<file path="config.mk">
export PLATFORM = sky130hd
export DESIGN_NAME = pdp11_operand_fetch
export DESIGN_NICKNAME = d
export VERILOG_FILES = /design/src/rtl/pdp11_operand_fetch.sv
export SDC_FILE = /design/constraint.sdc
export NUM_CORES = 1
export LEC_CHECK = 0
export CAP_MARGIN = 20
export CORE_ASPECT_RATIO = 1.2
export CORE_MARGIN = 2
export CORE_UTILIZATION = 40
export DETAILED_ROUTE_END_ITERATION = 7
export GPL_ROUTABILITY_DRIVEN = 0
export PLACE_DENSITY = 0.57
export SLEW_MARGIN = 25
export SYNTH_ARGS = -nofsm -noshare
export SYNTH_HDL_FRONTEND = slang
export SYNTH_SLANG_ARGS = --single-unit
</file>
<file path="constraint.sdc">
create_clock -name clk -period 13.95 [get_ports clk]
set_input_delay 1.395 -clock clk [delete_from_list [all_inputs] [get_ports clk]]
set_output_delay 1.395 -clock clk [all_outputs]
set_load 0.02 [all_outputs]
</file>
<file path="src/rtl/pdp11_operand_fetch.sv">
// PDP-11 operand-fetch unit: resolves addressing modes 0-7 and fetches the operand over a req/ack read port.
// Build option: define ODD_ADDR_TRAP_EN to abort word reads from odd addresses with an err pulse.
module pdp11_operand_fetch #(
    parameter int DATA_W      = 16,
    parameter int SP_IDX      = 6,
    parameter int PC_IDX      = 7,
    parameter int ACK_TIMEOUT = 15
) (
    input  logic              clk,
    input  logic              reset,
    input  logic              start,
    input  logic [2:0]        mode,
    input  logic [2:0]        reg_sel,
    input  logic              byte_op,
    output logic              busy,
    output logic              done,
    output logic              err,
    output logic [DATA_W-1:0] operand,
    output logic [DATA_W-1:0] ea,
    output logic              ea_valid,
    output logic [2:0]        reg_rd_addr,
    input  logic [DATA_W-1:0] reg_rd_data,
    output logic              reg_wr_en,
    output logic [2:0]        reg_wr_addr,
    output logic [DATA_W-1:0] reg_wr_data,
    output logic              mem_req,
    output logic [DATA_W-1:0] mem_addr,
    input  logic              mem_ack,
    input  logic [DATA_W-1:0] mem_rdata
);

    localparam logic [2:0] ST_IDLE   = 3'd0;
    localparam logic [2:0] ST_RDREG  = 3'd1;
    localparam logic [2:0] ST_IDXF   = 3'd2;
    localparam logic [2:0] ST_IDXADD = 3'd3;
    localparam logic [2:0] ST_PTRF   = 3'd4;
    localparam logic [2:0] ST_OPRF   = 3'd5;
    localparam logic [2:0] ST_DONE   = 3'd6;
    localparam logic [2:0] ST_ERR    = 3'd7;

    localparam logic [2:0] SP_SEL = 3'(SP_IDX);
    localparam logic [2:0] PC_SEL = 3'(PC_IDX);

    localparam int CNT_W = (ACK_TIMEOUT > 1) ? $clog2(ACK_TIMEOUT) : 1;
    localparam logic [CNT_W-1:0] WAIT_LAST = (ACK_TIMEOUT > 0) ? CNT_W'(ACK_TIMEOUT - 1) : '0;

`ifdef ODD_ADDR_TRAP_EN
    localparam bit ODD_TRAP = 1'b1;
`else
    localparam bit ODD_TRAP = 1'b0;
`endif

    localparam logic [DATA_W-1:0] ONE = DATA_W'(1);
    localparam logic [DATA_W-1:0] TWO = DATA_W'(2);

    logic [2:0]        state_q, state_d;
    logic [2:0]        mode_q, mode_d;
    logic [2:0]        sel_q, sel_d;
    logic              byte_q, byte_d;
    logic [DATA_W-1:0] operand_q, operand_d;
    logic [DATA_W-1:0] ea_q, ea_d;
    logic              ea_valid_q, ea_valid_d;
    logic [DATA_W-1:0] x_q, x_d;
    logic              mem_req_q, mem_req_d;
    logic [DATA_W-1:0] mem_addr_q, mem_addr_d;
    logic [CNT_W-1:0]  wait_q, wait_d;
    logic              wr_en_q, wr_en_d;
    logic [2:0]        wr_addr_q, wr_addr_d;
    logic [DATA_W-1:0] wr_data_q, wr_data_d;

    logic [DATA_W-1:0] r_val;
    logic [DATA_W-1:0] step;
    logic [DATA_W-1:0] idx_sum;
    logic [7:0]        byte_lane;
    logic              ack;
    logic              timed_out;
    logic              go;
    logic              go_word;
    logic [DATA_W-1:0] go_addr;
    logic [2:0]        go_state;
    logic              fail;
    logic              odd_trap;

    // Index and pointer modes need PC first; everything else reads the selected register.
    assign reg_rd_addr = (state_q == ST_RDREG && mode_q[2:1] == 2'b11) ? PC_SEL : sel_q;

    // A write issued last edge is still in flight to the file; forward it (PC update before IDXADD).
    assign r_val = (wr_en_q && wr_addr_q == reg_rd_addr) ? wr_data_q : reg_rd_data;

    assign step      = (byte_q && sel_q != SP_SEL && sel_q != PC_SEL) ? ONE : TWO;
    assign idx_sum   = r_val + x_q;
    assign byte_lane = ea_q[0] ? mem_rdata[15:8] : mem_rdata[7:0];
    assign ack       = mem_req_q && mem_ack;
    assign timed_out = (ACK_TIMEOUT > 0) && (wait_q == WAIT_LAST);

    assign busy        = (state_q != ST_IDLE) && (state_q != ST_DONE) && (state_q != ST_ERR);
    assign done        = (state_q == ST_DONE);
    assign err         = (state_q == ST_ERR);
    assign operand     = operand_q;
    assign ea          = ea_q;
    assign ea_valid    = ea_valid_q;
    assign reg_wr_en   = wr_en_q;
    assign reg_wr_addr = wr_addr_q;
    assign reg_wr_data = wr_data_q;
    assign mem_req     = mem_req_q;
    assign mem_addr    = mem_addr_q;

    // NOTE: every variable assigned here gets a default first, so no path can infer a latch.
    always_comb begin
        state_d    = state_q;
        mode_d     = mode_q;
        sel_d      = sel_q;
        byte_d     = byte_q;
        operand_d  = operand_q;
        ea_d       = ea_q;
        ea_valid_d = ea_valid_q;
        x_d        = x_q;
        mem_req_d  = mem_req_q;
        mem_addr_d = mem_addr_q;
        wait_d     = wait_q;
        wr_en_d    = 1'b0;
        wr_addr_d  = wr_addr_q;
        wr_data_d  = wr_data_q;
        go         = 1'b0;
        go_word    = 1'b1;
        go_addr    = '0;
        go_state   = ST_OPRF;
        fail       = 1'b0;

        case (state_q)
            ST_IDLE: begin
                if (start) begin
                    mode_d  = mode;
                    sel_d   = reg_sel;
                    byte_d  = byte_op;
                    state_d = ST_RDREG;
                end
            end

            ST_RDREG: begin
                ea_valid_d = (mode_q != 3'd0);
                case (mode_q)
                    3'd0: begin
                        operand_d = byte_q ? {{(DATA_W-8){1'b0}}, r_val[7:0]} : r_val;
                        state_d   = ST_DONE;
                    end
                    3'd1: begin
                        ea_d    = r_val;
                        go      = 1'b1;
                        go_addr = r_val;
                        go_word = !byte_q;
                    end
                    3'd2: begin
                        ea_d      = r_val;
                        wr_en_d   = 1'b1;
                        wr_addr_d = sel_q;
                        wr_data_d = r_val + step;
                        go        = 1'b1;
                        go_addr   = r_val;
                        go_word   = !byte_q;
                    end
                    3'd3: begin
                        wr_en_d   = 1'b1;
                        wr_addr_d = sel_q;
                        wr_data_d = r_val + TWO;
                        go        = 1'b1;
                        go_addr   = r_val;
                        go_state  = ST_PTRF;
                    end
                    3'd4: begin
                        ea_d      = r_val - step;
                        wr_en_d   = 1'b1;
                        wr_addr_d = sel_q;
                        wr_data_d = r_val - step;
                        go        = 1'b1;
                        go_addr   = r_val - step;
                        go_word   = !byte_q;
                    end
                    3'd5: begin
                        wr_en_d   = 1'b1;
                        wr_addr_d = sel_q;
                        wr_data_d = r_val - TWO;
                        go        = 1'b1;
                        go_addr   = r_val - TWO;
                        go_state  = ST_PTRF;
                    end
                    default: begin
                        go       = 1'b1;
                        go_addr  = r_val;
                        go_state = ST_IDXF;
                    end
                endcase
            end

            ST_IDXF: begin
                if (ack) begin
                    x_d       = mem_rdata;
                    wr_en_d   = 1'b1;
                    wr_addr_d = PC_SEL;
                    wr_data_d = mem_addr_q + TWO;
                    mem_req_d = 1'b0;
                    state_d   = ST_IDXADD;
                end else if (timed_out) begin
                    fail = 1'b1;
                end else begin
                    wait_d = wait_q + CNT_W'(1);
                end
            end

            ST_IDXADD: begin
                go      = 1'b1;
                go_addr = idx_sum;
                if (mode_q[0]) begin
                    go_state = ST_PTRF;
                end else begin
                    ea_d    = idx_sum;
                    go_word = !byte_q;
                end
            end

            ST_PTRF: begin
                if (ack) begin
                    ea_d      = mem_rdata;
                    mem_req_d = 1'b0;
                    state_d   = ST_OPRF;
                end else if (timed_out) begin
                    fail = 1'b1;
                end else begin
                    wait_d = wait_q + CNT_W'(1);
                end
            end

            ST_OPRF: begin
                // Entered from PTRF with the request dropped; the operand read is issued here.
                if (!mem_req_q) begin
                    go      = 1'b1;
                    go_addr = ea_q;
                    go_word = !byte_q;
                end else if (ack) begin
                    operand_d = byte_q ? {{(DATA_W-8){1'b0}}, byte_lane} : mem_rdata;
                    mem_req_d = 1'b0;
                    state_d   = ST_DONE;
                end else if (timed_out) begin
                    fail = 1'b1;
                end else begin
                    wait_d = wait_q + CNT_W'(1);
                end
            end

            default: begin
                state_d = ST_IDLE;
            end
        endcase

        odd_trap = ODD_TRAP && go && go_word && go_addr[0];

        if (fail || odd_trap) begin
            state_d   = ST_ERR;
            mem_req_d = 1'b0;
        end else if (go) begin
            state_d    = go_state;
            mem_req_d  = 1'b1;
            mem_addr_d = go_addr;
            wait_d     = '0;
        end
    end

    // NOTE: state registers use non-blocking assignments so every flop samples pre-edge values.
    always_ff @(posedge clk) begin
        if (reset) begin
            state_q    <= ST_IDLE;
            mode_q     <= '0;
            sel_q      <= '0;
            byte_q     <= 1'b0;
            operand_q  <= '0;
            ea_q       <= '0;
            ea_valid_q <= 1'b0;
            x_q        <= '0;
            mem_req_q  <= 1'b0;
            mem_addr_q <= '0;
            wait_q     <= '0;
            wr_en_q    <= 1'b0;
            wr_addr_q  <= '0;
            wr_data_q  <= '0;
        end else begin
            state_q    <= state_d;
            mode_q     <= mode_d;
            sel_q      <= sel_d;
            byte_q     <= byte_d;
            operand_q  <= operand_d;
            ea_q       <= ea_d;
            ea_valid_q <= ea_valid_d;
            x_q        <= x_d;
            mem_req_q  <= mem_req_d;
            mem_addr_q <= mem_addr_d;
            wait_q     <= wait_d;
            wr_en_q    <= wr_en_d;
            wr_addr_q  <= wr_addr_d;
            wr_data_q  <= wr_data_d;
        end
    end

endmodule

</file>
==> qor.yml, run 1 <==
port_buffers: 118
ctsHoldBuffers: 0
cp-start-kind: "flip-flop"
antenna_left: 0
setup_viol: 0
required_ns: 14.25
min_path_type: "reg2reg"
edf_count: 0
insertion_delay_ns: 0.37
max_freq_mhz: 159
fin_cells: 1593
layout.nets: 1384
synth.area.top_cells: "dfxtp_1 (22%), nor2_1 (6.5%), a21oi_1 (5.8%), nand2_1 (5.3%), a211oi_1 (4.4%)"
cts_buffers: 9
synth_cell_types: 91
pre_cts_ws_ns: 7.93
peakVddDrop_v: 0.0000896
leakage_nw: 3.67
yosys.stat.seqShare_pct: 22.4
crit_type: "reg2reg"
synthArstFlopShare_pct: 0
hpwl_mm: 29.7
relSlewSlack_pct: 30.6
status: "finished, final reports clean"
drtIter0Drc: 1450
crit_path_max_fanout: 43
rsz0062_at_grt: "no"
grt_pass1_vias: 9695
row_count: 59
post_cts_resized: 0
placed_cell_area_um2: 10200
-- run 1: sequential cells by signal, indices dropped and copies added (netlist names), 4 cells and up --
signal,count
mem_addr,16
x_q,16
ea,16
operand,16
reg_wr_data,16
wait_q,4
-- run 1: cells in the final DEF (no fill, tap or decap), drive strengths merged, types with 7 or more instances in the layout --
cell / Yosys / final
a22oi: 17 / 17
o2111ai: 7 / 7
nor4: 13 / 13
xnor2: 34 / 34
o31ai: 8 / 8
nand3: 49 / 49
nor3: 39 / 39
buf: 23 / 25
inv: 36 / 39
clkbuf: 78 / 9
a21oi: 107 / 107
o41ai: 7 / 7
mux2i: 17 / 17
nor2b: 8 / 8
and3: 37 / 37
a2111oi: 9 / 9
dfxtp: 100 / 100
and2: 15 / 15
o21a: 12 / 12
a311oi: 14 / 14
a221oi: 10 / 10
o221ai: 7 / 7
a211oi: 53 / 53
a31oi: 19 / 19
clkdlybuf4s50: 0 / 117
or3: 14 / 14
o22ai: 8 / 8
o21ai: 77 / 77
nand2b: 9 / 9
nor2: 154 / 154
o211ai: 14 / 14
nand2: 129 / 129
nand4: 17 / 17
ha: 24 / 24
-- run 1: layout make-up --
cell class                      instances  share of cell area [%]
Timing Repair Buffer                  142                    12.9
Inverter                               36                    1.29
Sequential cell                       100                    19.0
Clock buffer                            9                    2.14
Multi-Input combinational cell       1025                    60.7
Tap cell                              274                    3.26
Clock inverter                          7                   0.667
-- run 1: kinds of logic after synthesis --
family,Yosys count,synth area share [%]
AND/OR/NAND/NOR,508,27.2
AND-OR/OR-AND,431,33.8
buffers and inverters,137,6.48
flip-flops,100,22.4
XOR/XNOR,40,3.92
adder cells (fa/ha/maj),27,4.03
multiplexers,19,2.24
-- run 1: where the power goes --
| group | total, mW | internal (mW) | switching, mW |
|---|---|---|---|
| Combinational | 0.895 | 0.328 | 0.567 |
| Sequential | 0.462 | 0.353 | 0.109 |
| Clock | 0.262 | 0.126 | 0.135 |
| Total | 1.62 | 0.807 | 0.812 |
-- run 1: final timing paths --
kind | from | to | depth (start not counted)
max reg2reg | state_q[0] | mem_addr[13] | 16
min | x_q[9] | x_q[9] | 2
max | state_q[0] | mem_addr[13] | 16
min reg2reg | x_q[9] | x_q[9] | 2
-- run 1: critical path: cells and delay by family (launching register included) --
family	cells	cell delay, ns
compound gates	7	2.45
xor+xnor	1	0.17
fa+ha+maj	1	0.27
buf+inv	2	0.50
flops	1	0.58
mux	1	0.59
simple gates	4	1.64
-- run 1: metal layers --
metal	track usage, %	vias up	part of all wire (%)
met5	0	-	0
met3	5.89	124	8.8
met1	42.5	4906	40
met4	18.0	0	6.1
li1	-	4827	-
met2	52.1	649	45
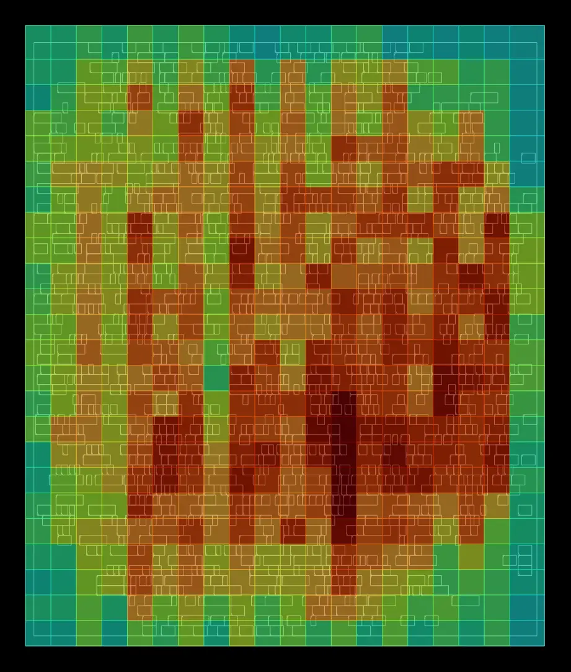
Run 1: routing congestion map
met3 GRT Util: 5.89%
gr usage total: 32.9%
Avg WL per Cell: 25.2 µm
Core Util, Final: 48.1%
grt peak-use layer: met2

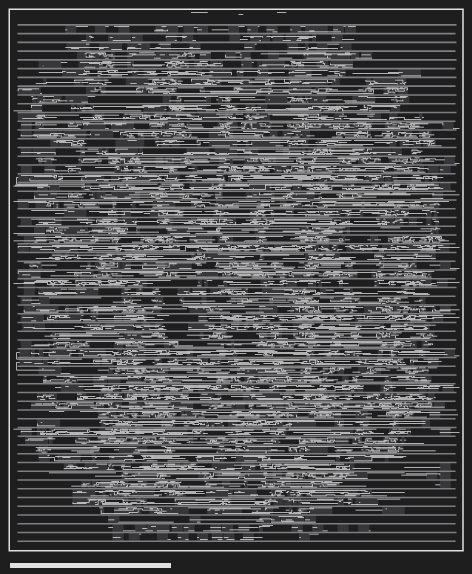
Run 1: M1 wires
Scale bar: 50 µm. Supply wires on this layer in gray.
main direction: horizontal
wire length on this layer: 16,100 µm
longest straight run: 50.6 µm
nets with wire on the layer: 1,285
share of all routed wire: 40%
final WL: 40.1 mm
via count: 10,500
met1 usage: 42.5%

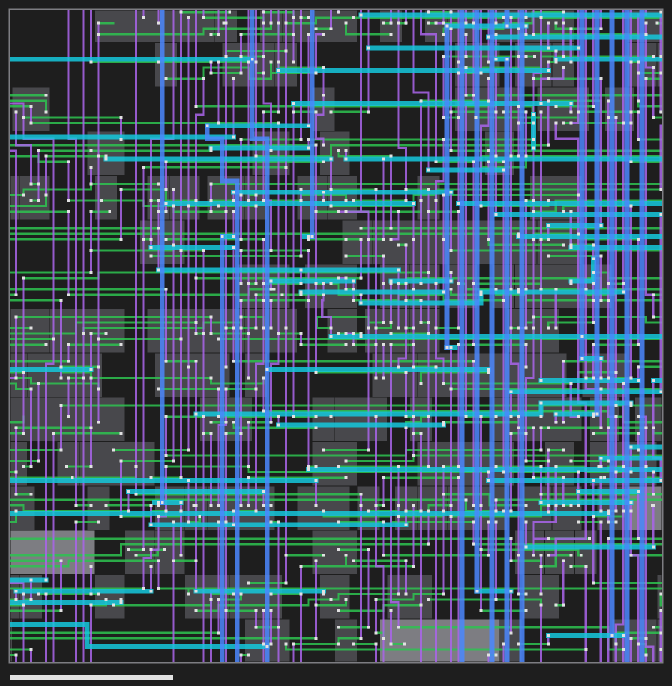
Run 1: close-up of the layout
Scale bar: 10 µm. Region (50, 30) to (90, 70) µm. Cells in gray, sequential cells in the stronger gray; small squares are vias.
[green] M1
[purple] M2
[cyan] M3
[blue] M4
cells with their middle in the window: 116
sequential cells in the window: 2
most frequent: o21ai_0 (18), nor2_1 (13), a21oi_1 (11)
netlist names of flops here include: ea (1), mem_addr (1)

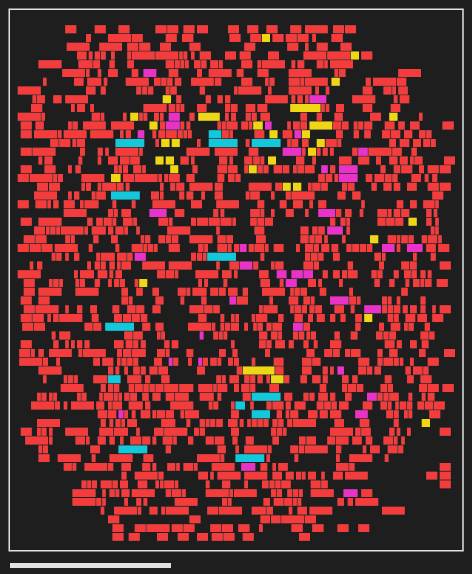
Run 1: drive-strength map
Scale bar: 50 µm.
[red] x1 and smaller | cells: 1,237
[cyan] x6 and larger | cells: 13
[magenta] x2 | cells: 37
[yellow] x3 and x4 | cells: 32

## Run 2: what changed since run 1
clock period = 6 ns   (was 13.95 ns; I/O delays follow)
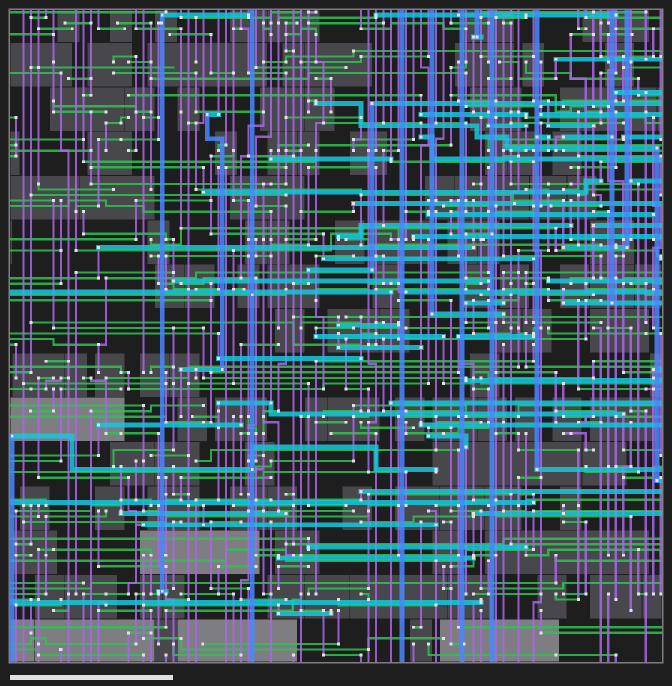
Run 2: close-up of the layout
Scale bar: 10 µm. Region (50, 30) to (90, 70) µm. Cells in gray, sequential cells in the stronger gray; small squares are vias.

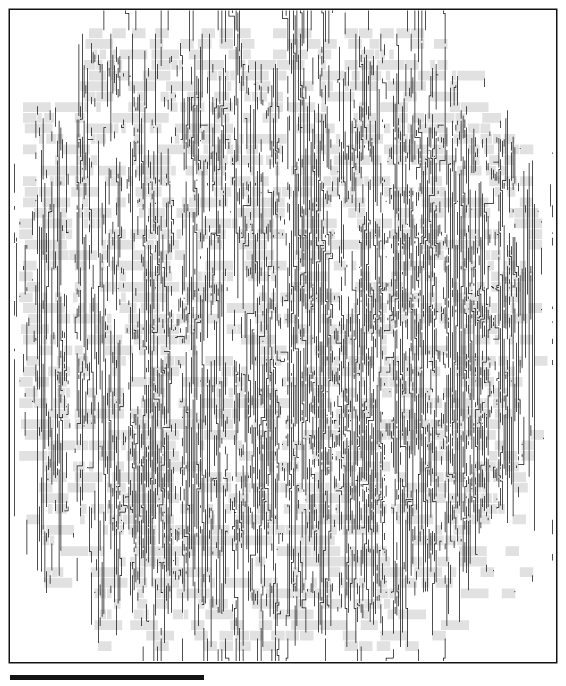
Run 2: the metal 2 layer
Scale bar: 50 µm.
main direction: vertical
longest straight run: 85.3 µm
wire length on this layer: 18,300 µm
share of all routed wire: 45%
via count: 10,700
final WL: 40.7 mm
met2 usage: 53.6%

==> qor.yml, run 2 <==
pre_cts_ws_ns: 0.716  # -7.21 ns
layout.nets: 1398  # +1.0%
worstHoldPathCells: 2  # unchanged
p_switching_mw: 1.90  # +130%
synth.area.top_cells: "dfxtp_1 (22%), nor2_1 (6.5%), a21oi_1 (5.8%), nand2_1 (5.3%), a211oi_1 (4.4%)"
peakVddDrop_v: 0.000198  # +120%
relSlewSlack_pct: 25.6  # -5.0 points
ctsHoldBuffers: 0  # unchanged
met2_length_mm: 18.3  # +1.5%
row_count: 59  # unchanged
required_ns: 6.30  # -7.95 ns
edf_count: 0  # unchanged
insertion_delay_ns: 0.37  # about the same
grt_usage_pct: 33.7  # +0.75 points
setup_viol: 0  # unchanged
fin_cells: 1607  # +0.88%
ys_chip_area_um2: 8950
cts_buffers: 9  # unchanged
status: "finished, final reports clean"
hpwl_mm: 30.1  # +1.3%
crit_path_max_fanout: 16  # -63%
switching_share_pct: 49.9  # -0.22 points
p_int_mw: 1.91  # +140%
power_frac_seq_pct: 28.1  # -0.4 points
holdCritStartpoint: "reset"
crit_type: "reg2reg"
antenna_left: 0  # unchanged
highest_layer: "met4"
port_buffers: 118  # unchanged
rsz0062_at_grt: "no"
drtIter0Drc: 1278  # -12%
min_path_type: "in2reg"
leakage_nw: 3.74  # +2.0%
r2r_start: "state_q[0]"
max_freq_mhz: 183  # +15%
clkPwrFrac_pct: 16.5  # +0.3 points
met1_length_mm: 16.5  # +2.5%
yosys.stat.seqShare_pct: 22.4  # unchanged
layout_top_cell: "nor2_1"
cts_setup_buffers: 0
synth_cell_types: 91  # unchanged
synthArstFlopShare_pct: 0  # unchanged
combPwrFrac_pct: 55.4  # about the same
grt_pass1_vias: 9972  # +2.9%
post_cts_resized: 0  # unchanged
yosys.area.top_type_share_pct: 22.4
reg2reg_to: "mem_addr[13]"
most-common-layout-cells: "nor2_1 (153), nand2_1 (127), clkdlybuf4s50_1 (117)"
run 2: power groups by stage:
stage / Combinational [mW] / Clock (mW) / Sequential (mW)
2_1_floorplan: 1.19 / 0 / 1.12
3_3_place_gp: 2.06 / 0 / 1.08
3_5_place_dp: 2.06 / 0 / 1.08
4_1_cts: 2.07 / 0.638 / 1.06
5_1_grt: 2.26 / 0.660 / 1.10
6_report: 2.11 / 0.628 / 1.07
run 2: worst max-delay path by stage:
stage / from / to / slack (ns) / cells past startpoint
3_3_place_gp: state_q[0] / mem_addr[13] / 0.76 / 16
3_5_place_dp: state_q[0] / mem_addr[13] / 0.72 / 16
2_1_floorplan: state_q[2] / mem_addr[13] / 1.41 / 19
4_1_cts: state_q[0] / mem_addr[13] / 0.68 / 16
5_1_grt: state_q[0] / mem_addr[13] / 0.22 / 16
6_report: state_q[0] / mem_addr[13] / 0.53 / 16
run 2: per-layer routing:
metal	vias to the layer above	global-route usage, %
li1	4857	-
met1	5008	45.4
met2	706	53.6
met3	140	4.75
met4	0	15.1
met5	-	0
run 2: logic make-up (layout without fill, tap and decap cells):
group                      Yosys count  count (layout)  share of synthesized area (%)
buffers and inverters              137             208                           6.48
xor gates and xnor gates            40              40                           3.92
DFF                                100             100                           22.4
AOI/OAI and AO/OA                  431             431                           33.8
and+or+nand+nor                    508             508                           27.2
muxes                               19              19                           2.24
adders and majority gates           27              27                           4.03
run 2: critical path: cells and delay by family (launching register included):
kind / cells / cell delay, ns
DFF: 1 / 0.58
buffers and inverters: 2 / 0.39
muxes: 1 / 0.57
AOI/OAI and AO/OA: 7 / 2.05
adders and majority gates: 1 / 0.26
xor gates and xnor gates: 1 / 0.15
and+or+nand+nor: 4 / 1.38
run 2: layout make-up:
class / count / area (µm²) / area share, %
multi-input combinational: 1025 / 6380 / 60.0
sequential: 100 / 2000 / 18.8
timing repair buffer: 156 / 1460 / 13.8
tap: 274 / 343 / 3.22
clock buffer: 9 / 225 / 2.12
inverter: 36 / 135 / 1.27
clock inverter: 7 / 91.3 / 0.859
run 2: per-stage QoR:
stage	hold slack (ns)	util, %	instance area, µm²
2_1_floorplan	0.441	-	8950
3_3_place_gp	0.448	47.2	10300
3_5_place_dp	0.453	47.2	10300
4_1_cts	0.456	48.7	10600
5_1_grt	0.471	48.7	10600
6_report	0.459	48.7	10600
No activity file was given, so power comes from the tool's default toggle rates.
